==> run_1/placed.png <==
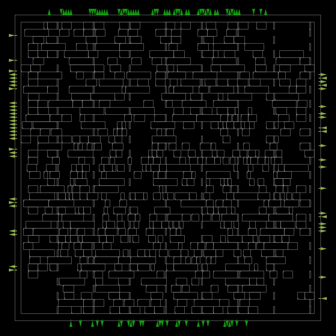
==> run_1/sizing.png <==
(3 px per um)
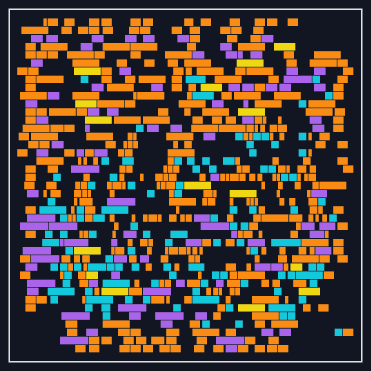
==> run_1/class_map.png <==
(4 px per um)
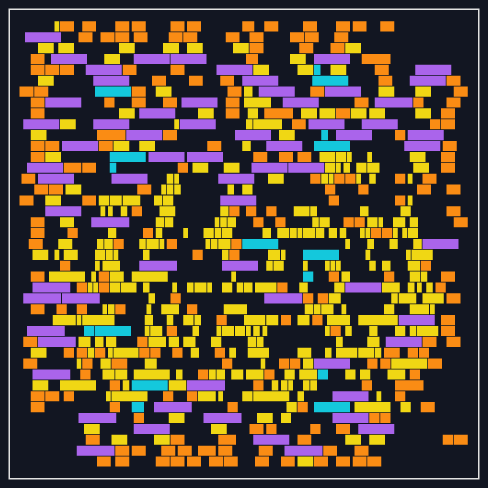
==> run_1/m3.png <==
(2 px per um) Cells faint in the background.
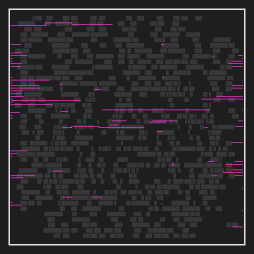
==> config.mk <==
export PLATFORM = sky130hd
export DESIGN_NAME = sisc_fetch_unit
export DESIGN_NICKNAME = d
export VERILOG_FILES = /design/src/rtl/sisc_pkg.sv /design/src/rtl/sisc_pc_reg.sv /design/src/rtl/sisc_fetch_unit.sv
export SDC_FILE = /design/constraint.sdc
export NUM_CORES = 1
export LEC_CHECK = 0
export ABC_CLOCK_PERIOD_IN_PS = 2300
export CELL_PAD_IN_SITES_DETAIL_PLACEMENT = 0
export CELL_PAD_IN_SITES_GLOBAL_PLACEMENT = 1
export CORE_MARGIN = 2
export CORE_UTILIZATION = 32
export DETAILED_ROUTE_END_ITERATION = 6
export PLACE_DENSITY_LB_ADDON = 0.08
export SETUP_SLACK_MARGIN = 0.02
export SLEW_MARGIN = 10
export SYNTH_ARGS = -nofsm -noshare
export SYNTH_HDL_FRONTEND = slang
export SYNTH_HIERARCHICAL = 1
export SYNTH_SLANG_ARGS = --single-unit
==> constraint.sdc <==
create_clock -name clk -period 2.3 [get_ports clk]
set_clock_uncertainty 0.15 [all_clocks]
set_input_delay 0.46 -clock clk [delete_from_list [all_inputs] [get_ports clk]]
set_output_delay 0.46 -clock clk [all_outputs]
set_load 0.03 [all_outputs]
==> reports/qor.csv, run 1 <==
metric,value,unit
status,"finished, violations left",
violations in the final reports,negative setup slack,
ys flop type,dfrtp_1,
Synth Cell Area,4080,um2
synthesized instance count,401,
max reg flops,32,
Worst EP required,2.37,ns
die area,13700,um2
Max VDD drop,0.000570,V
Final period util,107,%
syn_nets,458,
Pleak,0.00286,uW
FF-to-FF path depth,10,
R2R setup slack,-0.16,ns
Area after DPL,6010,um2
HPWL reported at the end of detailed placement,9.80,mm
final worst setup slack,-0.158,ns
number of port buffers,129,
gr usage total,19.6,%
Unique masters post-synth,60,
number of global-route vias before repair,3759,
initial core utilization,32.6,%
setup violators final,3,
yosys warns,6,
"Seq share, synth",40.4,%
OpenROAD warning count,29,
synth cell count leaders,"dfrtp_1 (66), mux2_2 (48), buf_4 (26), nor2_1 (26), nand2_1 (25)",
Die Wd,117,um
final slew viol count,0,
"EDFF count, synth",0,
ratio of cells with drive above 1 in the final layout,36.0,%
overflow left after global routing,0,
Critical Path Max Stage Delay,0.42,ns
CP Cell Sequence,ha_4 -> inv_2 -> fa_2 -> nor2b_1 -> o21a_1 -> o211ai_2 -> a311oi_2 -> a221o_1 -> a2111oi_2 -> nor3_1,
Mapped Avg Cell Area,10.2,um2
CTS tree,done,
Setup crit end kind,flop,
Inserted Clock Buffers,9,
Root Buffer,clkbuf_16,
Via-to-Cell Ratio,4.95,
RD Place Congestion,0.826,
Worst Hold Depth,1,
ys cells,401,
critical path type,flop to flop,
CTS Sinks,66,
setup repair after global routing missed its margin,true,
post-route ant nets,0,
clk buf depth,2,
synthesis area per yosys,4080,um2
worst path arrival time,2.52,ns
TritonRoute pass-1 iters,4,
ranking of synthesized cells by area,"dfrtp_1 (40%), mux2_2 (13%), ha_1 (4.9%)",
ANT cells,0,
Die Y,117,um
clk_lat worst skew,0.34,ns
worst hold slack,0.353,ns
H-tree levels,3,
Synth top area share,40.4,%
cell with the most instances after synthesis,dfrtp_1,
largest net degree at the start of global routing,33,
Final min period,2.46,ns
Back to the opening pictures, placed.png:
final core area utilization: 52.7%
Core Rows: 41
Seq area share: 25.3%
FILL cells: 1,185
# Taps: 172

Back to the opening pictures, sizing.png:
[x3 and x4] cyan | cells: 109 | share: 18%
[x1 and smaller] orange | cells: 381 | share: 64%
[x6 and larger] yellow | cells: 15 | share: 2.5%
[x2] purple | cells: 90 | share: 15%
P&R area growth vs syn: 61.5%
final worst setup slack: -0.158 ns
bufs w/o clock: 222
Final Cell Area: 6600 um2

Back to the opening pictures, class_map.png:
[remaining buffers and delay cells] orange | cells: 222 | share of their area: 32%
[clock drivers and dummy loads] cyan | cells: 16 | share of their area: 4.3%
[remaining logic cells] yellow | cells: 291 | share of their area: 37%
[registers] purple | cells: 66 | share of their area: 26%
core area: 12,500 um2

Back to the opening pictures, m3.png:
share of all routed wire: 4.0%
main direction: horizontal
met3 track demand over resource: 3.76%
Vias: 3,799
drt total wl: 13.1 mm

==> run 1: stage by stage <==
stage               power (uW)  TNS, ns  cells  utilization [%]  worst slack, ns
floorplan                 4950   -0.466    401                -           -0.166
global placement          6910   -0.605    738             48.0           -0.180
detailed placement        6970   -0.791    738             48.0           -0.185
CTS                       8290   -0.567    756             50.4           -0.176
global route              9070   -0.885    767             52.7           -0.254
finish                    8540   -0.384    767             52.7           -0.158
==> run 1: logic make-up after synthesis <==
group           synth area share (%)
simple gates                    12.9
compound gates                  16.6
flops                           40.4
mux                             15.0
buf+inv                         8.06
fa+ha+maj                       5.39
xor+xnor                        1.50
other cells                   0.0918
==> run 1: critical path: cells and delay by family, from the launching register on <==
kind            cells  cell delay, ns
compound gates      5            1.23
buf+inv             1            0.05
simple gates        2            0.12
flops               1            0.42
fa+ha+maj           2            0.37
==> run 1: power by group <==
| group | internal, uW | total, uW | switching, uW | leakage [uW] |
|---|---|---|---|---|
| registers | 1590 | 1930 | 338 | 0.000810 |
| logic | 2550 | 5350 | 2800 | 0.00193 |
| clock network | 724 | 1250 | 531 | 0.000127 |
| total | 4870 | 8540 | 3670 | 0.00286 |
==> run 1: cell type report <==
class	instances	area (um2)	area share, %
clock inverters	7	46.3	0.702
well taps	172	215	3.26
flip-flops and latches	66	1670	25.3
repair buffers	222	2050	31.1
multi-input cells	282	2350	35.6
clock buffers	9	225	3.41
inverters	9	33.8	0.512
==> run 1: per-layer routing <==
metal	GRT usage [%]	up-vias	part of all wire, %
met3	3.76	18	4.0
met1	23.5	1877	42
met4	9.02	0	2.7
met5	0	-	0
li1	-	1821	-
met2	34.2	83	52
==> run 1: placed cells by master (no fill, tap or decap), types with 8 or more instances in the layout <==
cell	Yosys	layout
o21ai_0	21	14
nand3_1	12	11
buf_4	26	87
dfrtp_2	0	16
clkdlybuf4s50_1	0	123
nor2_1	26	25
a21oi_1	22	19
inv_1	9	8
nand2_1	25	23
mux2_2	48	47
dfrtp_1	66	50
a21o_1	9	9
ha_4	0	8
clkbuf_16	0	9
==> run 1: what timing repair did <==
item,CTS,global route
gates cloned,0,0
setup endpoints to repair,9,13
gates resized,8,45
hold buffers,1,0
hold endpoints to repair,31,0
setup buffers,1,11
pin swaps,7,15
==> run_1/ff_map.png <==
(3 px per um)
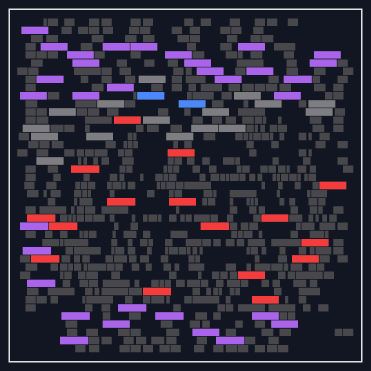

==> run 1 -> run 2 <==
- ABC_AREA: not set -> 1
- CORE_UTILIZATION: 32 -> 30
- SLEW_MARGIN: 10 -> not set
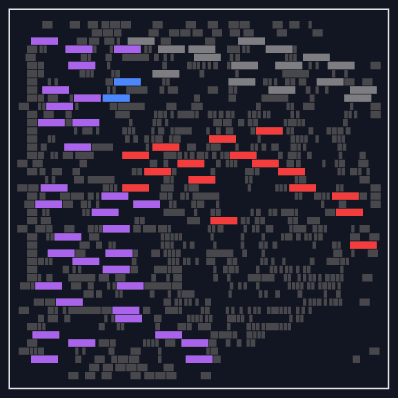
(run_2/ff_map.png)
(3 px per um)
[u_pc_reg/pc_o] red | flops: 16
[state_q] blue | flops: 2
[ir_out] purple | flops: 32
final core area utilization: 42.6%
Flop area: 1650 um2

==> reports/qor.csv, run 2 <==
metric,value,unit,change
Inserted Clock Buffers,9,,unchanged
synthesized instance count,626,,was 401
Final min period,2.21,ns,was 2.46 ns
syn_nets,683,,was 458
OpenROAD warning count,26,,was 29
ys flop type,dfrtp_1,,unchanged
setup violators final,0,,was 3
clk buf depth,2,,unchanged
cell with the most instances after synthesis,nand2_1,,was dfrtp_1
most frequent logic cell in the layout,nand2_1,,was clkdlybuf4s50_1
worst hold slack,0.320,ns,was 0.353 ns
buffers and inverters on the worst path,1,,unchanged
cell family with most CP delay,buffers and inverters,,was AND-OR/OR-AND gates
Stages on worst setup path,1,,was 10
CTS tree,done,,unchanged
Max VDD drop,0.000768,V,was 0.000570 V
status,"finished, final reports clean",,"was finished, violations left"
Synth top area share,37.0,%,was 40.4%
clock share of power,17.8,%,was 14.7%
Area after DPL,5880,um2,was 6010 um2
Max Used Layer,met4,,unchanged
R2R setup slack,0.17,ns,was -0.16 ns
Final period util,96.1,%,was 107%
Vias,4460,,"was 3,799"
Setup crit end kind,output port,,was flop
overflow left after global routing,0,,unchanged
Via-to-Cell Ratio,4.76,,was 4.95
synth cell count leaders,"nand2_1 (236), dfrtp_1 (66), inv_1 (58)",,"was dfrtp_1 (66), mux2_2 (48), buf_4 (26), nor2_1 (26), nand2_1 (25)"
HPWL reported at the end of detailed placement,11.2,mm,was 9.80 mm
Unique masters post-synth,36,,was 60
Die Y,126,um,was 117 um
internal power,4180,uW,was 4870 uW
CTS Sinks,66,,unchanged
M1 WL,7.03,mm,was 5.47 mm
Gate power share,57.2,%,was 62.7%
final non-filler cell total,936,,was 767
Top Layout Cells,"nand2_1 (236), clkdlybuf4s50_1 (124), dfrtp_1 (66), inv_1 (58), nand3_1 (47)",,"was clkdlybuf4s50_1 (123), buf_4 (87), dfrtp_1 (50), mux2_2 (47), nor2_1 (25)"
Root Buffer,clkbuf_16,,unchanged
number of port buffers,129,,unchanged
"EDFF count, synth",0,,unchanged
ratio of cells with drive above 1 in the final layout,8.78,%,was 36.0%
run 2: cell type report:
type	instances	area [um2]	share of cell area, %
repair buffers	160	1540	24.8
well taps	184	230	3.72
inverters	64	240	3.88
clock buffers	11	243	3.92
flip-flops and latches	66	1650	26.7
clock inverters	4	51.3	0.828
multi-input cells	447	2240	36.2
run 2: through the flow:
stage	total power, uW	setup slack, ns	util (%)
after floorplan	4840	0.0948	-
after global placement	6490	0.0707	40.5
after detailed placement	6490	0.0668	40.5
after CTS	7950	0.0281	42.6
after global routing	8380	0.0219	42.6
final	7860	0.0886	42.6
run 2: power by group through the flow:
stage          sequential, uW  clock, uW  combinational [uW]
3_3_place_gp             1970          0                4520
6_report                 1970       1400                4490
2_1_floorplan            2690          0                2140
3_5_place_dp             1980          0                4510
5_1_grt                  2040       1490                4850
4_1_cts                  1980       1440                4530
run 2: kinds of logic after synthesis:
| logic type | count (synthesis) | synth area share [%] |
|---|---|---|
| other | 1 | 0.0840 |
| adder cells (fa/ha/maj) | 17 | 4.94 |
| buffers and inverters | 113 | 12.8 |
| AND-OR/OR-AND | 55 | 6.45 |
| XOR/XNOR | 11 | 2.16 |
| flip-flops | 66 | 37.0 |
| AND/OR/NAND/NOR | 363 | 36.5 |
run 2: worst reg2reg max path, cell delays in order (launching register included):
cell	delay, ns
dfrtp_1	0.47
inv_1	0.10
fa_1	0.46
inv_1	0.09
nand3_1	0.09
nand3_2	0.11
nand2_1	0.09
nand3_1	0.07
nand2_1	0.05
nand3_1	0.06
nand2_1	0.11
inv_1	0.09
o21ai_1	0.06
run 2: repair_timing:
action,in CTS,in global routing
hold endpoints to repair,23,0
resized,0,4
setup endpoints to repair,0,5
hold buffers,1,0
run 2: metal layers:
metal  vias up  global-route usage, %
met5         -                      0
li1       2244                      -
met1      2101                   25.8
met4         0                   5.95
met3        13                   5.18
met2       102                   30.5
Power figures rest on the tool's default switching activity, not on a simulated workload.
